## config.mk

```make
export PLATFORM = sky130hd
export DESIGN_NAME = linear_mac_engine
export DESIGN_NICKNAME = d
export VERILOG_FILES = /design/src/rtl/linear_mac_engine.sv
export SDC_FILE = /design/constraint.sdc
export NUM_CORES = 2
export LEC_CHECK = 0
export CELL_PAD_IN_SITES_DETAIL_PLACEMENT = 1
export CELL_PAD_IN_SITES_GLOBAL_PLACEMENT = 1
export CORE_MARGIN = 2
export CORE_UTILIZATION = 30
export CTS_CLUSTER_SIZE = 30
export DETAILED_ROUTE_END_ITERATION = 10
export PLACE_DENSITY = 0.59
export REMOVE_ABC_BUFFERS = 1
export SLEW_MARGIN = 20
export SYNTH_ARGS = -nofsm -noshare
export SYNTH_HDL_FRONTEND = slang
export SYNTH_SLANG_ARGS = --single-unit
```

## constraint.sdc

```tcl
create_clock -name clk -period 11.7 [get_ports clk]
set_clock_uncertainty 0.1 [all_clocks]
set_input_delay 1.17 -clock clk [delete_from_list [all_inputs] [get_ports clk]]
set_output_delay 1.17 -clock clk [all_outputs]
set_load 0.03 [all_outputs]
```

## src/rtl/linear_mac_engine.sv

```systemverilog
// Fully-connected layer engine: buffers one input vector, fetches weights/biases over a
// Wishbone classic master and streams saturated Q-format dot products. Optional macro: LINEAR_RELU_EN.
module linear_mac_engine #(
    parameter int DATA_W    = 32,
    parameter int IN_DIM    = 20,
    parameter int OUT_DIM   = 12,
    parameter int ADDR_W    = 10,
    parameter int W_BASE    = 0,
    parameter int B_BASE    = 960,
    parameter int FRAC_BITS = 16
) (
    input  logic              clk,
    input  logic              rst_n,
    input  logic              start,
    output logic              busy,
    output logic              done,
    input  logic              in_valid,
    output logic              in_ready,
    input  logic [DATA_W-1:0] in_data,
    output logic              out_valid,
    input  logic              out_ready,
    output logic [DATA_W-1:0] out_data,
    output logic [7:0]        out_index,
    output logic              wbm_cyc_o,
    output logic              wbm_stb_o,
    output logic              wbm_we_o,
    output logic [3:0]        wbm_sel_o,
    output logic [ADDR_W-1:0] wbm_adr_o,
    input  logic [DATA_W-1:0] wbm_dat_i,
    input  logic              wbm_ack_i
);

    localparam int PROD_W = 2 * DATA_W;
    localparam int ACC_W  = 2 * DATA_W + $clog2(IN_DIM);
    localparam int SUM_W  = ACC_W + 2;
    localparam int IDX_W  = (IN_DIM > 1) ? $clog2(IN_DIM) : 1;
    localparam logic [7:0] IN_LAST  = 8'(IN_DIM - 1);
    localparam logic [7:0] OUT_LAST = 8'(OUT_DIM - 1);
    localparam logic signed [SUM_W-1:0] SAT_MAX = {{(SUM_W-DATA_W+1){1'b0}}, {(DATA_W-1){1'b1}}};
    localparam logic signed [SUM_W-1:0] SAT_MIN = {{(SUM_W-DATA_W+1){1'b1}}, {(DATA_W-1){1'b0}}};

    typedef enum logic [2:0] {
        ST_IDLE    = 3'd0,
        ST_LOAD    = 3'd1,
        ST_FETCH_W = 3'd2,
        ST_MAC     = 3'd3,
        ST_FETCH_B = 3'd4,
        ST_EMIT    = 3'd5
    } state_t;

    state_t                    state_q, state_d;
    logic [7:0]                k_q, k_d, i_q, i_d, o_q, o_d;
    logic signed [ACC_W-1:0]   acc_q, acc_d;
    logic signed [DATA_W-1:0]  w_q, w_d;
    logic [ADDR_W-1:0]         w_ptr_q, w_ptr_d;
    logic signed [DATA_W-1:0]  x_buf_q [IN_DIM];
    logic signed [DATA_W-1:0]  x_buf_d [IN_DIM];
    logic signed [PROD_W-1:0]  prod_s;
    logic [DATA_W-1:0]         out_data_q, out_data_d;
    logic [7:0]                out_index_q, out_index_d;
    logic                      done_q, done_d, busy_q, busy_d;
    logic                      in_ready_q, in_ready_d, out_valid_q, out_valid_d;
    logic                      cyc_q, cyc_d;
    logic [3:0]                sel_q, sel_d;
    logic [ADDR_W-1:0]         adr_q, adr_d;

    // Bias is aligned to the product's binary point before the floor shift, then clamped.
    function automatic logic [DATA_W-1:0] sat_result(input logic signed [ACC_W-1:0] acc,
                                                     input logic signed [DATA_W-1:0] bias);
        logic signed [SUM_W-1:0] sum;
        logic [DATA_W-1:0]       res;
        sum = (SUM_W'(acc) + (SUM_W'(bias) <<< FRAC_BITS)) >>> FRAC_BITS;
        if (sum > SAT_MAX) begin
            res = {1'b0, {(DATA_W-1){1'b1}}};
        end else if (sum < SAT_MIN) begin
            res = {1'b1, {(DATA_W-1){1'b0}}};
        end else begin
            res = sum[DATA_W-1:0];
        end
`ifdef LINEAR_RELU_EN
        res = res[DATA_W-1] ? {DATA_W{1'b0}} : res;
`endif
        return res;
    endfunction

    // Next-state, datapath and registered-output decode.
    always_comb begin
        state_d     = state_q;
        k_d         = k_q;
        i_d         = i_q;
        o_d         = o_q;
        acc_d       = acc_q;
        w_d         = w_q;
        w_ptr_d     = w_ptr_q;
        x_buf_d     = x_buf_q;
        out_data_d  = out_data_q;
        out_index_d = out_index_q;
        done_d      = 1'b0;
        prod_s      = PROD_W'(x_buf_q[i_q[IDX_W-1:0]]) * PROD_W'(w_q);
        case (state_q)
            ST_IDLE: begin
                if (start) begin
                    state_d = ST_LOAD;
                    k_d     = 8'd0;
                    o_d     = 8'd0;
                    w_ptr_d = ADDR_W'(W_BASE);
                end else begin
                    state_d = ST_IDLE;
                end
            end
            ST_LOAD: begin
                if (in_valid && in_ready_q) begin
                    x_buf_d[k_q[IDX_W-1:0]] = in_data;
                    if (k_q == IN_LAST) begin
                        state_d = ST_FETCH_W;
                        i_d     = 8'd0;
                        acc_d   = '0;
                    end else begin
                        k_d = k_q + 8'd1;
                    end
                end else begin
                    state_d = ST_LOAD;
                end
            end
            ST_FETCH_W: begin
                if (wbm_ack_i) begin
                    w_d     = wbm_dat_i;
                    state_d = ST_MAC;
                end else begin
                    state_d = ST_FETCH_W;
                end
            end
            ST_MAC: begin
                acc_d   = acc_q + ACC_W'(prod_s);
                w_ptr_d = w_ptr_q + {{(ADDR_W-1){1'b0}}, 1'b1};
                if (i_q == IN_LAST) begin
                    state_d = ST_FETCH_B;
                end else begin
                    i_d     = i_q + 8'd1;
                    state_d = ST_FETCH_W;
                end
            end
            ST_FETCH_B: begin
                if (wbm_ack_i) begin
                    out_data_d  = sat_result(acc_q, wbm_dat_i);
                    out_index_d = o_q;
                    state_d     = ST_EMIT;
                end else begin
                    state_d = ST_FETCH_B;
                end
            end
            ST_EMIT: begin
                if (out_ready && out_valid_q) begin
                    if (o_q == OUT_LAST) begin
                        state_d = ST_IDLE;
                        done_d  = 1'b1;
                    end else begin
                        o_d     = o_q + 8'd1;
                        i_d     = 8'd0;
                        acc_d   = '0;
                        state_d = ST_FETCH_W;
                    end
                end else begin
                    state_d = ST_EMIT;
                end
            end
            default: begin
                state_d = ST_IDLE;
            end
        endcase
        busy_d      = (state_d != ST_IDLE);
        in_ready_d  = (state_d == ST_LOAD);
        out_valid_d = (state_d == ST_EMIT);
        cyc_d       = (state_d == ST_FETCH_W) || (state_d == ST_FETCH_B);
        sel_d       = cyc_d ? 4'hF : 4'h0;
        if (state_d == ST_FETCH_W) begin
            adr_d = w_ptr_d;
        end else if (state_d == ST_FETCH_B) begin
            adr_d = ADDR_W'(B_BASE) + ADDR_W'(o_d);
        end else begin
            adr_d = '0;
        end
    end

    // Control, accumulator and output registers.
    always_ff @(posedge clk or negedge rst_n) begin
        if (!rst_n) begin
            state_q     <= ST_IDLE;
            k_q         <= 8'd0;
            i_q         <= 8'd0;
            o_q         <= 8'd0;
            acc_q       <= '0;
            w_q         <= '0;
            w_ptr_q     <= '0;
            out_data_q  <= '0;
            out_index_q <= 8'd0;
            done_q      <= 1'b0;
            busy_q      <= 1'b0;
            in_ready_q  <= 1'b0;
            out_valid_q <= 1'b0;
            cyc_q       <= 1'b0;
            sel_q       <= 4'h0;
            adr_q       <= '0;
        end else begin
            state_q     <= state_d;
            k_q         <= k_d;
            i_q         <= i_d;
            o_q         <= o_d;
            acc_q       <= acc_d;
            w_q         <= w_d;
            w_ptr_q     <= w_ptr_d;
            out_data_q  <= out_data_d;
            out_index_q <= out_index_d;
            done_q      <= done_d;
            busy_q      <= busy_d;
            in_ready_q  <= in_ready_d;
            out_valid_q <= out_valid_d;
            cyc_q       <= cyc_d;
            sel_q       <= sel_d;
            adr_q       <= adr_d;
        end
    end

    // Input vector buffer; survives between layer evaluations.
    always_ff @(posedge clk or negedge rst_n) begin
        if (!rst_n) begin
            for (int n = 0; n < IN_DIM; n++) begin
                x_buf_q[n] <= '0;
            end
        end else begin
            x_buf_q <= x_buf_d;
        end
    end

    assign busy      = busy_q;
    assign done      = done_q;
    assign in_ready  = in_ready_q;
    assign out_valid = out_valid_q;
    assign out_data  = out_data_q;
    assign out_index = out_index_q;
    assign wbm_cyc_o = cyc_q;
    assign wbm_stb_o = cyc_q;
    assign wbm_we_o  = 1'b0;
    assign wbm_sel_o = sel_q;
    assign wbm_adr_o = adr_q;

endmodule

```

**Cells coloured by class**

Scale bar: 200 um. Fill, decap, tap and diode cells in grey.
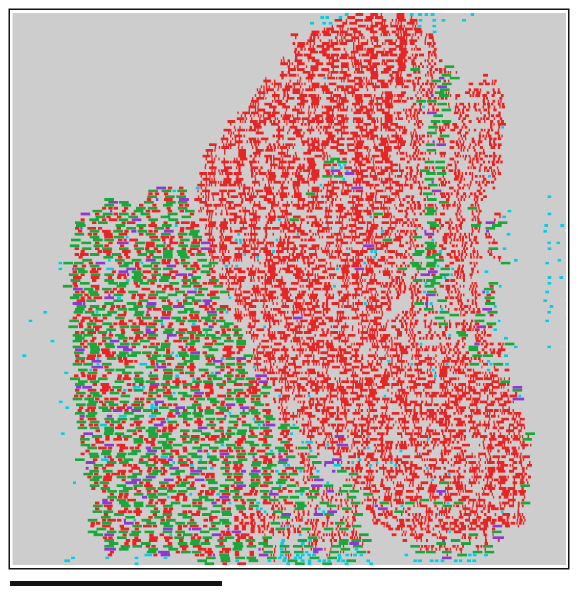
flops -> green  # cells 833, share of their area 24%
combinational and other logic -> red  # cells 6,086, share of their area 69%
other buffers and delay cells -> cyan  # cells 274, share of their area 2.9%
clock drivers and dummy loads -> purple  # cells 181, share of their area 4.0%

**Met1 routing**

Supply wires on this layer in grey.
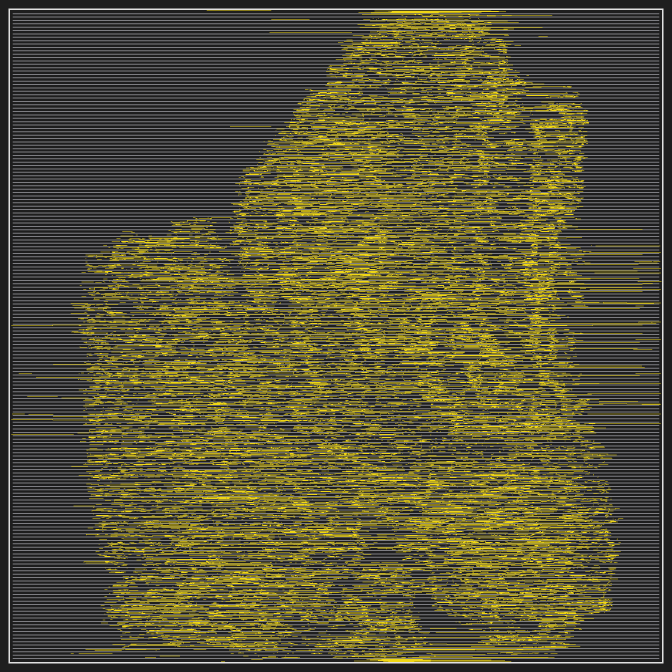
longest straight run = 118 um
wire length on this layer = 119 mm

**Routed metal, one colour a layer**

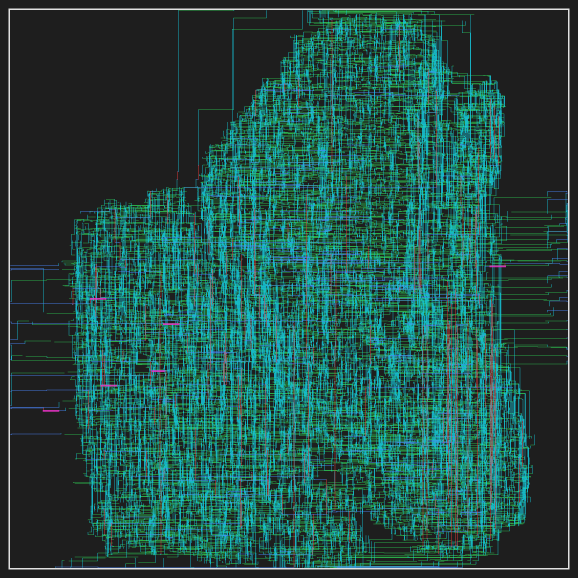
metal 1 -> green  # wire length 119 mm
metal 2 -> cyan  # wire length 126 mm
metal 4 -> red  # wire length 7,210 um
metal 3 -> blue  # wire length 9,660 um
metal 5 -> magenta  # wire length 80.0 um

**Cell placement**

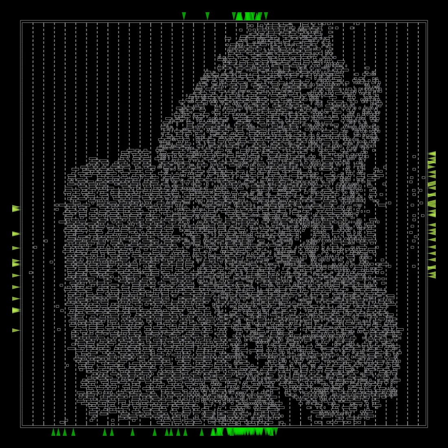
final std cells w/o fill: 10,950
Seq/total area: 23.08%
core outline area: 270,500 um2
n_taps: 3,570

**Wire density map**

The die is cut into 26 by 26 equal tiles; black is low, pale yellow is high, scaled to the fullest tile. Values are wire area over tile area, all layers added.
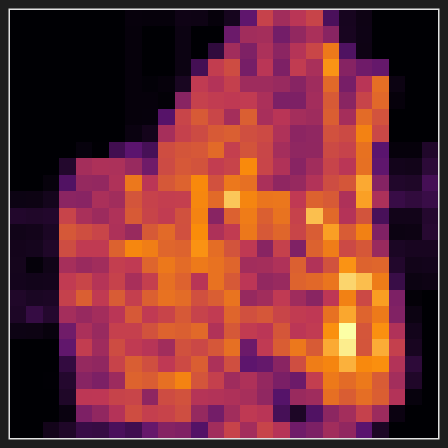
mean over tiles = 0.15
emptiest ninth of the die = north-west
nearly empty tiles = 22%
tiles over half the peak = 38%

==> reports/qor.yml <==
status:
  status: "completed"
worst_setup_path:
  regToRegEndpoint: "acc_q[67]$_DFFE_PN0P_"
  startpoint: "i_q[4]$_DFFE_PN0P_"
  cp_max_fo: 20
floorplanning:
  io_pins: 131
job:
  drv_cap: 0
drt:
  dr.pass1.iters: 6
yosys:
  synthTopCellsByCount: "1,338 x inv_1, 1,261 x fa_1, 833 x dfrtp_1"
  synth.cell_area_um2: 81490
  muxShareOfSynthArea_pct: 14.66
  ys_cells: 7371
  async_reset_ff_share_pct: 100.0
final_layout:
  lay_top_cells: "1,334 x inv_1, 1,261 x fa_1, 817 x dfrtp_1, 674 x mux2_2, 665 x nand2_1"
  final_nets: 8912
  clock_area_share_pct: 3.843
  comb_share_pct: 59.77
clocking:
  cts_resized: 0
  cts-hold-fix-buffers: 0
global_routing:
  grt-ovfl-total: 0
  grt_usage_pct: 19.19
placed_design:
  placed_area_um2: 86920
## metal layers
layer | global-route usage (%) | vias up | part of all wire [%] | wire length (um)
met3 | 2.300 | 310 | 3.7 | 9659
met1 | 26.16 | 29550 | 46 | 119100
li1 | - | 23190 | - | -
met4 | 5.236 | 12 | 2.8 | 7209
met5 | 0 | - | 0.031 | 80
met2 | 32.12 | 943 | 48 | 125700
## worst register-to-register path: cells and delay by family (launching register included)
family          cells  cell delay [ns]
flops               1             0.35
simple gates        4             1.03
buf+inv            12             2.41
compound gates      9             2.61
xor+xnor            1             0.14
fa+ha+maj           9             4.40
